**config.mk**
```make
export PLATFORM = sky130hd
export DESIGN_NAME = dino_jump_ctrl_flat
export DESIGN_NICKNAME = d
export VERILOG_FILES = /design/src/rtl/dino_jump_ctrl_if.sv /design/src/rtl/dino_jump_ctrl.sv /design/src/flat_wrapper.sv
export SDC_FILE = /design/constraint.sdc
export NUM_CORES = 1
export LEC_CHECK = 0
export CAP_MARGIN = 20
export CORE_UTILIZATION = 50
export CTS_CLUSTER_DIAMETER = 30
export CTS_CLUSTER_SIZE = 24
export DETAILED_ROUTE_END_ITERATION = 12
export PLACE_DENSITY_LB_ADDON = 0.15
export SYNTH_ARGS = -nofsm -noshare
export SYNTH_HDL_FRONTEND = slang
export SYNTH_SLANG_ARGS = --single-unit
```
**constraint.sdc**
```tcl
create_clock -name clk -period 4.04 [get_ports clk]
set_input_delay 1.01 -clock clk [delete_from_list [all_inputs] [get_ports clk]]
set_output_delay 1.01 -clock clk [all_outputs]
set_load 0.03 [all_outputs]
```
**src/rtl/dino_jump_ctrl_if.sv**
```systemverilog
// rtl/dino_jump_ctrl_if.sv - frame tick, button, halt and position/status signals of the dino jump controller
interface dino_jump_ctrl_if #(
  parameter int Y_W = 7
);
  logic           frame_tick;
  logic           jump_btn;
  logic           duck_btn;
  logic           halt;
  logic [Y_W-1:0] dino_y;
  logic           airborne;
  logic           ducking;
  logic           land_pulse;

  modport master (
    output frame_tick, jump_btn, duck_btn, halt,
    input  dino_y, airborne, ducking, land_pulse
  );

  modport slave (
    input  frame_tick, jump_btn, duck_btn, halt,
    output dino_y, airborne, ducking, land_pulse
  );
endinterface

```
**src/rtl/dino_jump_ctrl.sv**
```systemverilog
// rtl/dino_jump_ctrl.sv - per-frame dino jump physics (launch, gravity, apex, landing, halt)
// Optional macro FAST_FALL_EN: duck_btn doubles gravity while airborne.
module dino_jump_ctrl #(
  parameter int Y_W      = 7,
  parameter int VEL_W    = 6,
  parameter int JUMP_VEL = 12,
  parameter int GRAVITY  = 1,
  parameter int MAX_Y    = 100
) (
  input logic             clk,
  input logic             reset_n,
  dino_jump_ctrl_if.slave bus
);

  // Two guard bits so y + vel can never wrap, whatever the parameters.
  localparam int N_W = ((Y_W > VEL_W) ? Y_W : VEL_W) + 2;

  localparam logic signed [N_W-1:0] GRAV_S    = N_W'(GRAVITY);
  localparam logic signed [N_W-1:0] VEL_MIN_S = N_W'(-(2 ** (VEL_W - 1)));
  localparam logic signed [N_W-1:0] MAX_Y_S   = N_W'(MAX_Y);

  typedef enum logic [1:0] {
    GROUNDED = 2'd0,
    RISING   = 2'd1,
    FALLING  = 2'd2,
    HALTED   = 2'd3
  } state_t;

  state_t                    r_state, w_state_nxt;
  logic [Y_W-1:0]            r_y, w_y_nxt;
  logic signed [VEL_W-1:0]   r_vel, w_vel_nxt;
  logic                      r_jump_pend, w_jump_pend_nxt;
  logic                      r_btn_prev;
  logic                      r_land, w_land_nxt;
  logic                      r_ducking;

  logic                      w_press;
  logic signed [N_W-1:0]     w_y_ext, w_vel_ext, w_dec, w_sum, w_vel_dec;
  logic [Y_W-1:0]            w_y_new;
  logic signed [VEL_W-1:0]   w_vel_new;
  state_t                    w_resume;

  assign w_press   = bus.jump_btn & ~r_btn_prev;
  assign w_y_ext   = {{(N_W-Y_W){1'b0}}, r_y};
  assign w_vel_ext = {{(N_W-VEL_W){r_vel[VEL_W-1]}}, r_vel};

`ifdef FAST_FALL_EN
  assign w_dec = bus.duck_btn ? (GRAV_S + GRAV_S) : GRAV_S;
`else
  assign w_dec = GRAV_S;
`endif

  assign w_sum     = w_y_ext + w_vel_ext;
  assign w_vel_dec = w_vel_ext - w_dec;
  assign w_vel_new = (w_vel_dec < VEL_MIN_S) ? VEL_MIN_S[VEL_W-1:0] : w_vel_dec[VEL_W-1:0];
  assign w_y_new   = (w_sum > MAX_Y_S) ? MAX_Y_S[Y_W-1:0] : w_sum[Y_W-1:0];

  // State to re-enter when halt drops, rebuilt from the frozen motion.
  assign w_resume = (r_y == '0) ? GROUNDED : ((r_vel > 0) ? RISING : FALLING);

  always_comb begin
    w_state_nxt     = r_state;
    w_y_nxt         = r_y;
    w_vel_nxt       = r_vel;
    w_jump_pend_nxt = r_jump_pend;
    w_land_nxt      = 1'b0;
    if (bus.halt) begin
      w_state_nxt     = HALTED;
      w_jump_pend_nxt = 1'b0;
    end else begin
      case (r_state)
        GROUNDED: begin
          if (bus.frame_tick && (r_jump_pend || w_press)) begin
            w_y_nxt         = Y_W'(JUMP_VEL);
            w_vel_nxt       = VEL_W'(JUMP_VEL - GRAVITY);
            w_jump_pend_nxt = 1'b0;
            w_state_nxt     = RISING;
          end else if (w_press) begin
            w_jump_pend_nxt = 1'b1;
          end
        end
        RISING, FALLING: begin
          if (bus.frame_tick) begin
            if (w_sum <= 0) begin
              w_y_nxt     = '0;
              w_vel_nxt   = '0;
              w_land_nxt  = 1'b1;
              w_state_nxt = GROUNDED;
            end else begin
              w_y_nxt     = w_y_new;
              w_vel_nxt   = w_vel_new;
              w_state_nxt = (w_vel_new > 0) ? RISING : FALLING;
            end
          end
        end
        HALTED:  w_state_nxt = w_resume;
        default: w_state_nxt = GROUNDED;
      endcase
    end
  end

  always_ff @(posedge clk or negedge reset_n) begin
    if (!reset_n) begin
      r_state     <= GROUNDED;
      r_y         <= '0;
      r_vel       <= '0;
      r_jump_pend <= 1'b0;
      r_btn_prev  <= 1'b1;
      r_land      <= 1'b0;
      r_ducking   <= 1'b0;
    end else begin
      r_state     <= w_state_nxt;
      r_y         <= w_y_nxt;
      r_vel       <= w_vel_nxt;
      r_jump_pend <= w_jump_pend_nxt;
      r_btn_prev  <= bus.jump_btn;
      r_land      <= w_land_nxt;
      r_ducking   <= (w_state_nxt == GROUNDED) & bus.duck_btn;
    end
  end

  assign bus.dino_y     = r_y;
  assign bus.airborne   = (r_state == RISING) || (r_state == FALLING);
  assign bus.ducking    = r_ducking;
  assign bus.land_pulse = r_land;

endmodule
```
**src/flat_wrapper.sv**
```systemverilog
// flat-port wrapper written by rule: the top's interface ports become plain ports
module dino_jump_ctrl_flat 
#(
  parameter int Y_W      = 7,
  parameter int VEL_W    = 6,
  parameter int JUMP_VEL = 12,
  parameter int GRAVITY  = 1,
  parameter int MAX_Y    = 100
)
  (clk, reset_n, bus_frame_tick, bus_jump_btn, bus_duck_btn, bus_halt, bus_dino_y, bus_airborne, bus_ducking, bus_land_pulse);
  dino_jump_ctrl_if #(.Y_W(Y_W)) bus_i ();
  input logic clk;
  input logic reset_n;
  input wire logic [$bits(bus_i.frame_tick)-1:0] bus_frame_tick;
  input wire logic [$bits(bus_i.jump_btn)-1:0] bus_jump_btn;
  input wire logic [$bits(bus_i.duck_btn)-1:0] bus_duck_btn;
  input wire logic [$bits(bus_i.halt)-1:0] bus_halt;
  output wire logic [$bits(bus_i.dino_y)-1:0] bus_dino_y;
  output wire logic [$bits(bus_i.airborne)-1:0] bus_airborne;
  output wire logic [$bits(bus_i.ducking)-1:0] bus_ducking;
  output wire logic [$bits(bus_i.land_pulse)-1:0] bus_land_pulse;
  assign bus_i.frame_tick = bus_frame_tick;
  assign bus_i.jump_btn = bus_jump_btn;
  assign bus_i.duck_btn = bus_duck_btn;
  assign bus_i.halt = bus_halt;
  assign bus_dino_y = bus_i.dino_y;
  assign bus_airborne = bus_i.airborne;
  assign bus_ducking = bus_i.ducking;
  assign bus_land_pulse = bus_i.land_pulse;
  dino_jump_ctrl #(.Y_W(Y_W), .VEL_W(VEL_W), .JUMP_VEL(JUMP_VEL), .GRAVITY(GRAVITY), .MAX_Y(MAX_Y)) u_core (.clk(clk), .reset_n(reset_n), .bus(bus_i));
endmodule
```
Run 1, cells coloured by class:
The bar under the picture is 20 um long.
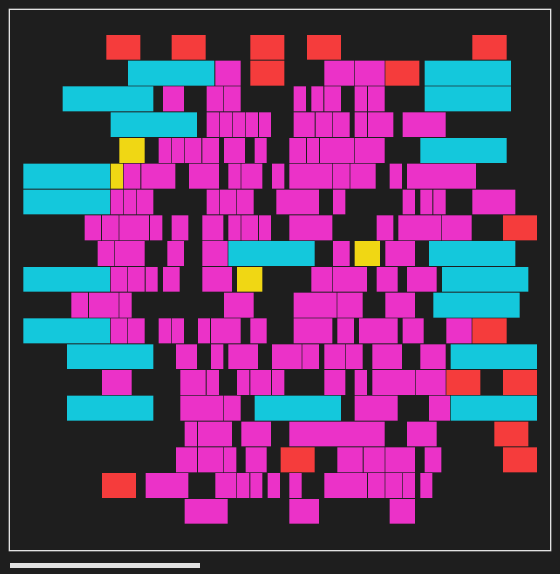
clock drivers and dummy loads -> yellow  # cells 4
combinational and other logic -> magenta  # cells 152
remaining buffers and delay cells -> red  # cells 15
sequential cells -> cyan  # cells 19

Run 1, clock distribution:
The bar under the picture is 20 um long.
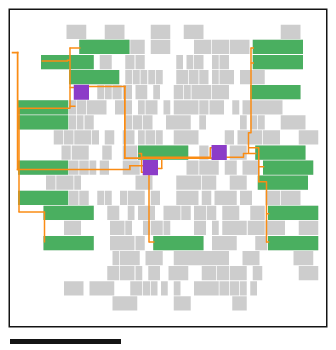
flip-flops -> green  # count 19
clock drivers -> purple  # count 3
clock wires -> orange  # length 232 um
routed clock nets = 4

Run 1, gate-type map:
The bar under the picture is 20 um long.
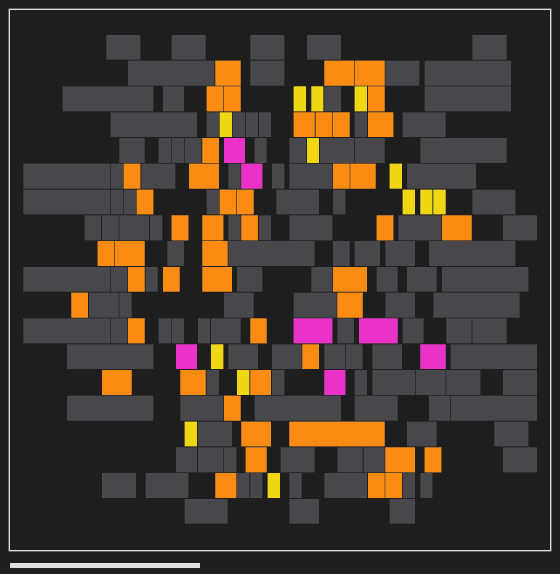
aoi and oai cells -> orange  # cells 47
inv cells -> yellow  # cells 13
and/or cells -> magenta  # cells 7

==> notes.md, run 1 <==
The final antenna diode tally reported by the flow is 0. Setup repair after global routing left no endpoint under its margin. The final clock skew was 0.01370 ns; the smallest setup slack after layout was 0.6602 ns. Yosys reports that the most numerous cell types are 18 x dfrtp_1, 17 x nor2_1, 14 x a21oi_1, 14 x nand2_1, 13 x inv_1. The run gives 0.2467 for the global routing usage summed across all routing layers. Counting flops and latches in the post-synthesis netlist gives 19.

With the share of the final layout cell area in sequential cells at 0.2804, the I/O pin count is 16. The largest family of logic cells by area was AND-OR/OR-AND gates. The mean instance size in the synthesized netlist works out to 8.491 um^2. Entering global routing, the biggest net connects 20 pins. The overall die size recorded for this design is 3247 um^2. After clock tree synthesis, the clock-pin slew on the worst setup and hold paths is 0.11 ns. The logic depth of the worst setup path including buffers works out to 10. The tools report the worst setup path startpoint as u_core.r_vel[0]$_DFFE_PN0P_. The number of multi-input combinational cells in the layout is 139. The register with the most flip-flops in the layout has 7 of them.

In this run the cell area measured after placement is 1674 um^2. In the routed layout, each cell is associated on average with a via count of 6.195. The CTS log lists the clock sinks for this run as 19.

Switching part of the total power: 0.5318. Area share of and-or/or-and cells after synthesis: 0.2790. According to the timing report, the critical path is captured at u_core.r_state[1]$_DFF_PN0_.

The type of element launching the critical path was a flop. Per STA, the worst path accumulates the most delay in the family simple AND/OR/NAND/NOR gates. With the number of warnings issued by yosys at 0, the detailed-route wire length on metal 1 is 1.738 mm.

The run gives 7 for the count of unresolved DRC violations after routing. The flow ran to the end, but the final reports show violations. Post-synthesis share of cell area spent on and, or, nand and nor gates: 0.1962.

Power group with the largest share: combinational cells. The checks that failed: DRC. The cell class ranked first by area was multi-input combinational cells.

In this run the critical register-to-register path is captured at u_core.r_state[1]$_DFF_PN0_. The area share of buffers outside the clock network came out at 0.08830. For this design the total switching power over the nets is 0.8175 mW. The run gives 0.006623 for the multiplexer share of the synthesized area.
==> run 1 -> run 2 <==
==> constraint.sdc (replaced) <==
create_clock -name clk -period 3.3 [get_ports clk]
set_input_delay 0.825 -clock clk [delete_from_list [all_inputs] [get_ports clk]]
set_output_delay 0.825 -clock clk [all_outputs]
set_load 0.03 [all_outputs]
Run 2, clock wiring as the flow saved it:
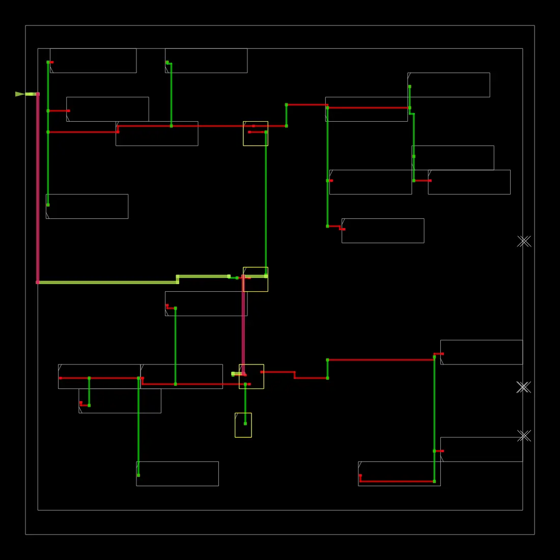
total clock buffers created by CTS: 3
flip-flops: 19
number of clock sinks: 19
clk pwr: 0.125 mW
tally of clock buffers in the finished layout: 3

==> run 2 against run 1 <==
Net effect: the flow still finishes with violations (DRC); synthesized cell count stayed put; highest routed layer unchanged; sequential share of layout area fell by 0.53 points; via count is 3.8% higher; maximum frequency grew 7.9%; largest cell class unchanged; total power grew 27%; sequential power rose by 18%; clock-buffer cell count down 1.
==> notes.md, run 2 <==
After global routing, the most crowded layer is met2. The run gives 1,371 as the number of global-route vias before repair. The smallest setup slack after layout is 0.1678 ns (-0.4924 ns), and the logic depth of the worst setup path including buffers is 10 (unchanged). The final reports fail on DRC.

The run gives 220 as the number of placed cells counting well taps. TritonCTS built the clock tree. The most critical setup path has its endpoint at u_core.r_vel[4]$_DFFE_PN0P_. The run gives 0 for the initial antenna violation count. The slowest library cell on the worst path was or4_4.

Cell type with the highest occurrence count on the critical path: or4_4. In the layout the commonest cells are 18 x dfrtp_1, 17 x nor2_1, 15 x clkdlybuf4s50_1. The flow ran to the end, but the final reports show violations.

With the I/O pin count at 16 (unchanged), the layout overhead on the synthesized area is 14.65%. The largest net degree at the start of global routing was 20 (unchanged). Per the detail_route log, met3 wirelength is 300 um. The count of unresolved DRC violations after routing is 7 (unchanged), and the number of cells traversed by the worst register-to-register path is 10. The multiplexer share of the synthesized area works out to 0.006623 (unchanged). Largest family of logic cells by area: AND-OR/OR-AND gates. The top flip-flop cell by instance count after synthesis is dfrtp_1. The async set-or-reset flop fraction in the synthesized netlist is 1.000, and the post-synthesis sequential element count is 19 (unchanged). Buffers inserted to repair hold after CTS numbered 0. The tools report the worst reg2reg path endpoint as u_core.r_vel[4]$_DFFE_PN0P_. The first global-routing pass estimated 6.437 mm of wire. After layout, the design draws a total of 1.956 mW.

The type of element launching the critical path is a flop. The post-synthesis sequential area ratio is 0.3154, and the count of multi-input gates is 139 (unchanged). The number of cells on the worst hold path was 1.

The first-pass iteration count of the detailed router came out at 9. The run gives 0.12 ns (about the same) for the clock edge transition at the registers on the reported setup and hold paths. The reg-to-reg setup timing slack is 0.17 ns. The share of the final layout cell area in sequential cells came out at 0.2751 (-0.005263). The worst path buffer plus inverter count came out at 1. After the last flow step, the layout net total stands at 213. The detailed-route wire length on metal 1 was 1.729 mm (-0.52%); the peak per-stage delay on the critical path was 0.54 ns. For reference, the final report shows the max-slew violation count at 0. The xor/xnor share of the synthesized area works out to 0.04056.

The placed cell area is 1697 um^2 (+1.3%). The dominant delay contributor by cell family on the critical path was simple AND/OR/NAND/NOR gates. The run gives 6.344 (+2.4%) for the detailed-route vias per instance. The critical path is of the flop to flop type. Excluding fillers, the count of instances in the completed layout stands at 224.

The launch point of the worst hold path was u_core.bus.dino_y[4]$_DFFE_PN0P_. Per the area breakdown, the dominant cell category is multi-input combinational cells. The data arrival at the endpoint of the critical path was 3.33 ns. The area share of buffers outside the clock network is 0.09964 (+0.01134), and the routed via count is 1,421.

The routed design shows a wire length per standard cell of 17.33 um. Sink of the worst hold path: u_core.bus.dino_y[4]$_DFFE_PN0P_. For the global routing usage summed across all routing layers, the log shows 0.2596 (+0.01289). The number of DRC markers in iteration 0 was 73; the area fraction in full adders, half adders and majority gates was 0.1126.

The run gives 0.5395 (+0.007706) for the switching part of the total power. The run gives 0 (unchanged) as the antenna diode instance count. By count the netlist is led by 18 x dfrtp_1, 17 x nor2_1, 14 x a21oi_1, 14 x nand2_1, 13 x inv_1.

The ratio of cells with drive above 1 in the final layout was 0.07772; the area share of and-or/or-and cells after synthesis was 0.2790 (unchanged). VDD sags by at most 0.6171 mV. Power group with the largest share: combinational cells. Post-CTS timing repair inserted 0 buffers for setup. The tools report the starting density of the core as 0.5388. According to the timing report, the critical path is launched from u_core.bus.dino_y[0]$_DFFE_PN0P_.

The die outline area was 3247 um^2 (unchanged). The total global routing overflow was 0. The endpoint type of the worst setup path was a flop. The synthesized design contains 0 enable-type register cells.

Setup repair after global routing left no endpoint under its margin. With the area share of the largest cell type after synthesis at 0.2980, the detailed-routed wire length on met2 is 1.810 mm. Summed over all sequential cells, the power is 0.417 mW.

The run gives 1.055 mW (+29%) for the power dissipated by switching net loads. The worst path needs 3.132 ns of the cycle, external delays included. The post-synthesis share of cell area spent on and, or, nand and nor gates was 0.1962 (unchanged); the routability-driven placement congestion ratio was 0.9441. Combinational power for this build is 1.41 mW. The flip-flop count of the largest register, all copies and words added is 7 (unchanged).

The run gives 0.4134 for the met2 routing resource usage after global routing. The number of warnings issued by yosys is 0 (unchanged). The mean instance size in the synthesized netlist works out to 8.491 um^2 (unchanged).

The number of nets handed over by synthesis was 197.
Run 2, clock distribution:
The bar under the picture is 20 um long.
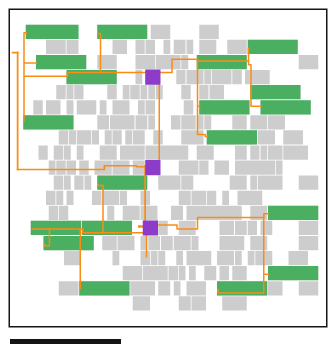
worst clock skew: 0.004618 ns
fraction of power consumed by the clock network: 0.064
clock network latency to the later pin of the worst-skew pair: 0.31 ns

==> run 2 -> run 3 <==
--- a/config.mk
+++ b/config.mk
@@ -5,6 +5,7 @@
 export SDC_FILE = /design/constraint.sdc
 export NUM_CORES = 1
 export LEC_CHECK = 0
+export ABC_AREA = 1
 export CAP_MARGIN = 20
 export CORE_UTILIZATION = 50
 export CTS_CLUSTER_DIAMETER = 30
Run 3, gate-type map:
The bar under the picture is 20 um long.
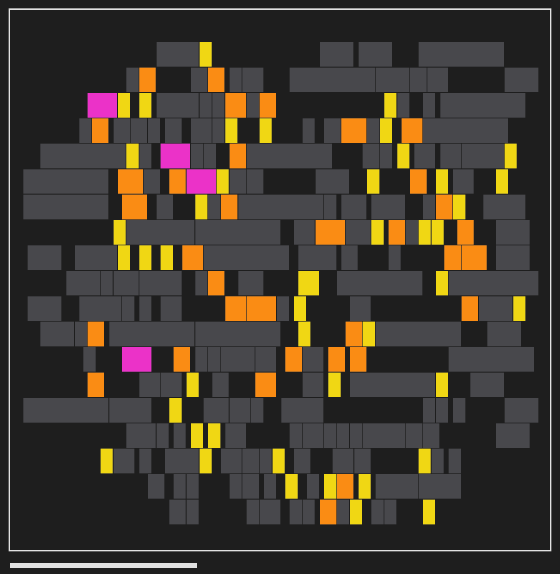
combinational share of cell area: 0.5113
number of non-filler instances in the completed layout: 269

==> run 3 against run 2 <==
Net effect: the run still ends with DRC left; worst hold slack gained 0.016 ns; wire length shrank 14%; sequential share of layout area shrank 0.68 points; total power shrank 9.4%; setup slack gained 0.53 ns; maximum frequency grew 20%; synthesized cell count grew 23%; critical path depth shrank 7; clock-buffer cell count is the same; non-clock buffer count shrank 2; clock power is essentially flat; sequential cell count is the same.
==> notes.md, run 3 <==
The flow ran to the end, but the final reports show violations. The checks that failed: DRC. The number of clock sinks is 19 (unchanged). The number of cells on the worst hold path came out at 2 (+1).

The post-synthesis share of cell area spent on and, or, nand and nor gates was 0.3272 (+0.1310); the combinational power was 1.25 mW (-10%). Layer with the highest usage: met2. The run gives 0.005889 ns (+0.001272 ns) for the final clock skew. The critical path is of the flop to primary output type. The global routing usage summed across all routing layers came out at 0.2271 (-0.03251).

The area share of the largest cell type after synthesis was 0.2894 (-0.008624). Power dissipated by switching net loads: 0.9554 mW (-9.4%). The area share of and-or/or-and cells after synthesis is 0.1246 (-0.1544). The count of unresolved DRC violations after routing was 2 (-5). Worst setup path startpoint: u_core.r_state[0]$_DFF_PN0_. The ratio of cells with drive above 1 in the final layout is 0.1345 (+0.05673). The I/O pin count is 16 (unchanged), and the count of nets after finishing is 258 (+21%).

The post-synthesis sequential area ratio came out at 0.3063 (-0.009127). Logic depth of the worst setup path including buffers: 3 (-7). The final total power was 1.771 mW (-9.4%); the first-pass iteration count of the detailed router was 10 (+1).

The peak per-stage delay on the critical path came out at 0.69 ns (+0.15 ns). The worst path buffer plus inverter count was 2 (+1). The async set-or-reset flop fraction in the synthesized netlist was 1.000 (unchanged). The met2 routing resource usage after global routing came out at 0.3654 (-0.04800). Routed via count: 1,408 (-0.91%).

The number of CTS-inserted buffers was 3 (unchanged). The run gives 0.30 ns (about the same) as the clock latency at the later pin of the worst-skew pair. The endpoint type of the worst setup path is a primary output. The tools report the number of global-route vias before repair as 1,318 (-3.9%). With the number of DRC markers in iteration 0 at 69 (-5.5%), the number of placed cells counting well taps is 265 (+20%). The largest net degree at the start of global routing was 20 (unchanged). The destination of the critical timing path is bus_airborne. The number of hold buffers added after CTS was 0 (unchanged); the starting density of the core was 0.5456 (+0.006809).

TritonCTS built the clock tree. With the detailed-route wire length on metal 1 at 1.648 mm (-4.7%), the flip-flop and latch power is 0.395 mW (-5.3%). The tools report the worst reg2reg path endpoint as u_core.bus.dino_y[2]$_DFFE_PN0P_. Looking at the group totals, the largest power group turns out to be combinational cells. The clock edge transition at the registers on the reported setup and hold paths is 0.12 ns (about the same). Grouping non-sequential cells by family puts the most area in simple AND/OR/NAND/NOR gates. The clock network fraction of total power was 0.070 (+0.006). For the worst-case vdd ir drop, the log shows 0.5536 mV (-10%). The run gives 238 (+21%) for the net count after synthesis. The detail-routed net length per standard cell is 12.47 um (-28%). Initial antenna violation count: 0 (unchanged). Data arrival at the endpoint of the critical path: 1.78 ns (-1.55 ns). With the antenna diode instance count at 0 (unchanged), the routability-driven placement congestion ratio is 0.8677 (-8.1%). The post-synthesis sequential element count was 19 (unchanged).

The type of element launching the critical path is a flop. The count of multi-input gates was 155 (+12%); the placed cell area was 1749 um^2 (+3.1%). Smallest setup slack after layout: 0.6963 ns (+0.5284 ns). The class occupying the most area after layout is reported as multi-input combinational cells.

The share of the final layout cell area in sequential cells is 0.2683 (-0.006780), and the detailed-route vias per instance is 5.234 (-17%). The number of warnings issued by yosys was 0 (unchanged). With the detailed-routed wire length on met2 at 1.476 mm (-18%), the flip-flop count of the largest register, all copies and words added is 7 (unchanged). The mean instance size in the synthesized netlist works out to 7.107 um^2 (-16%).

The run gives 5.830 mm (-9.4%) for the first-pass GRT wire length. In the layout the commonest cells are 41 x inv_1, 41 x nand2_1, 19 x nand3_1. The synthesis run shows the most used standard cells to be 41 x inv_1, 41 x nand2_1, 19 x nand3_1.
Run 3, PDN straps and rails:
Pins as bars on the die edge. Tap cells in grey.
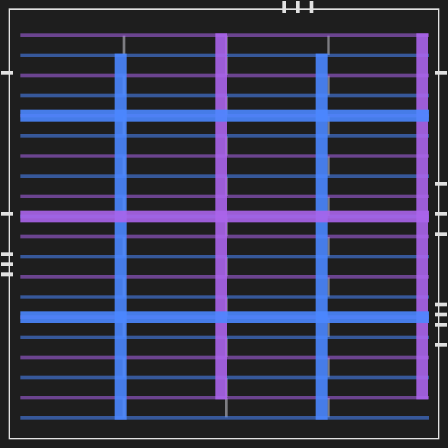
VDD -> purple
VSS -> blue
met1 rails = 20
met5 straps = 3
rows = 19
signal pins = 16

Power figures rest on the tool's default switching activity, not on a simulated workload.
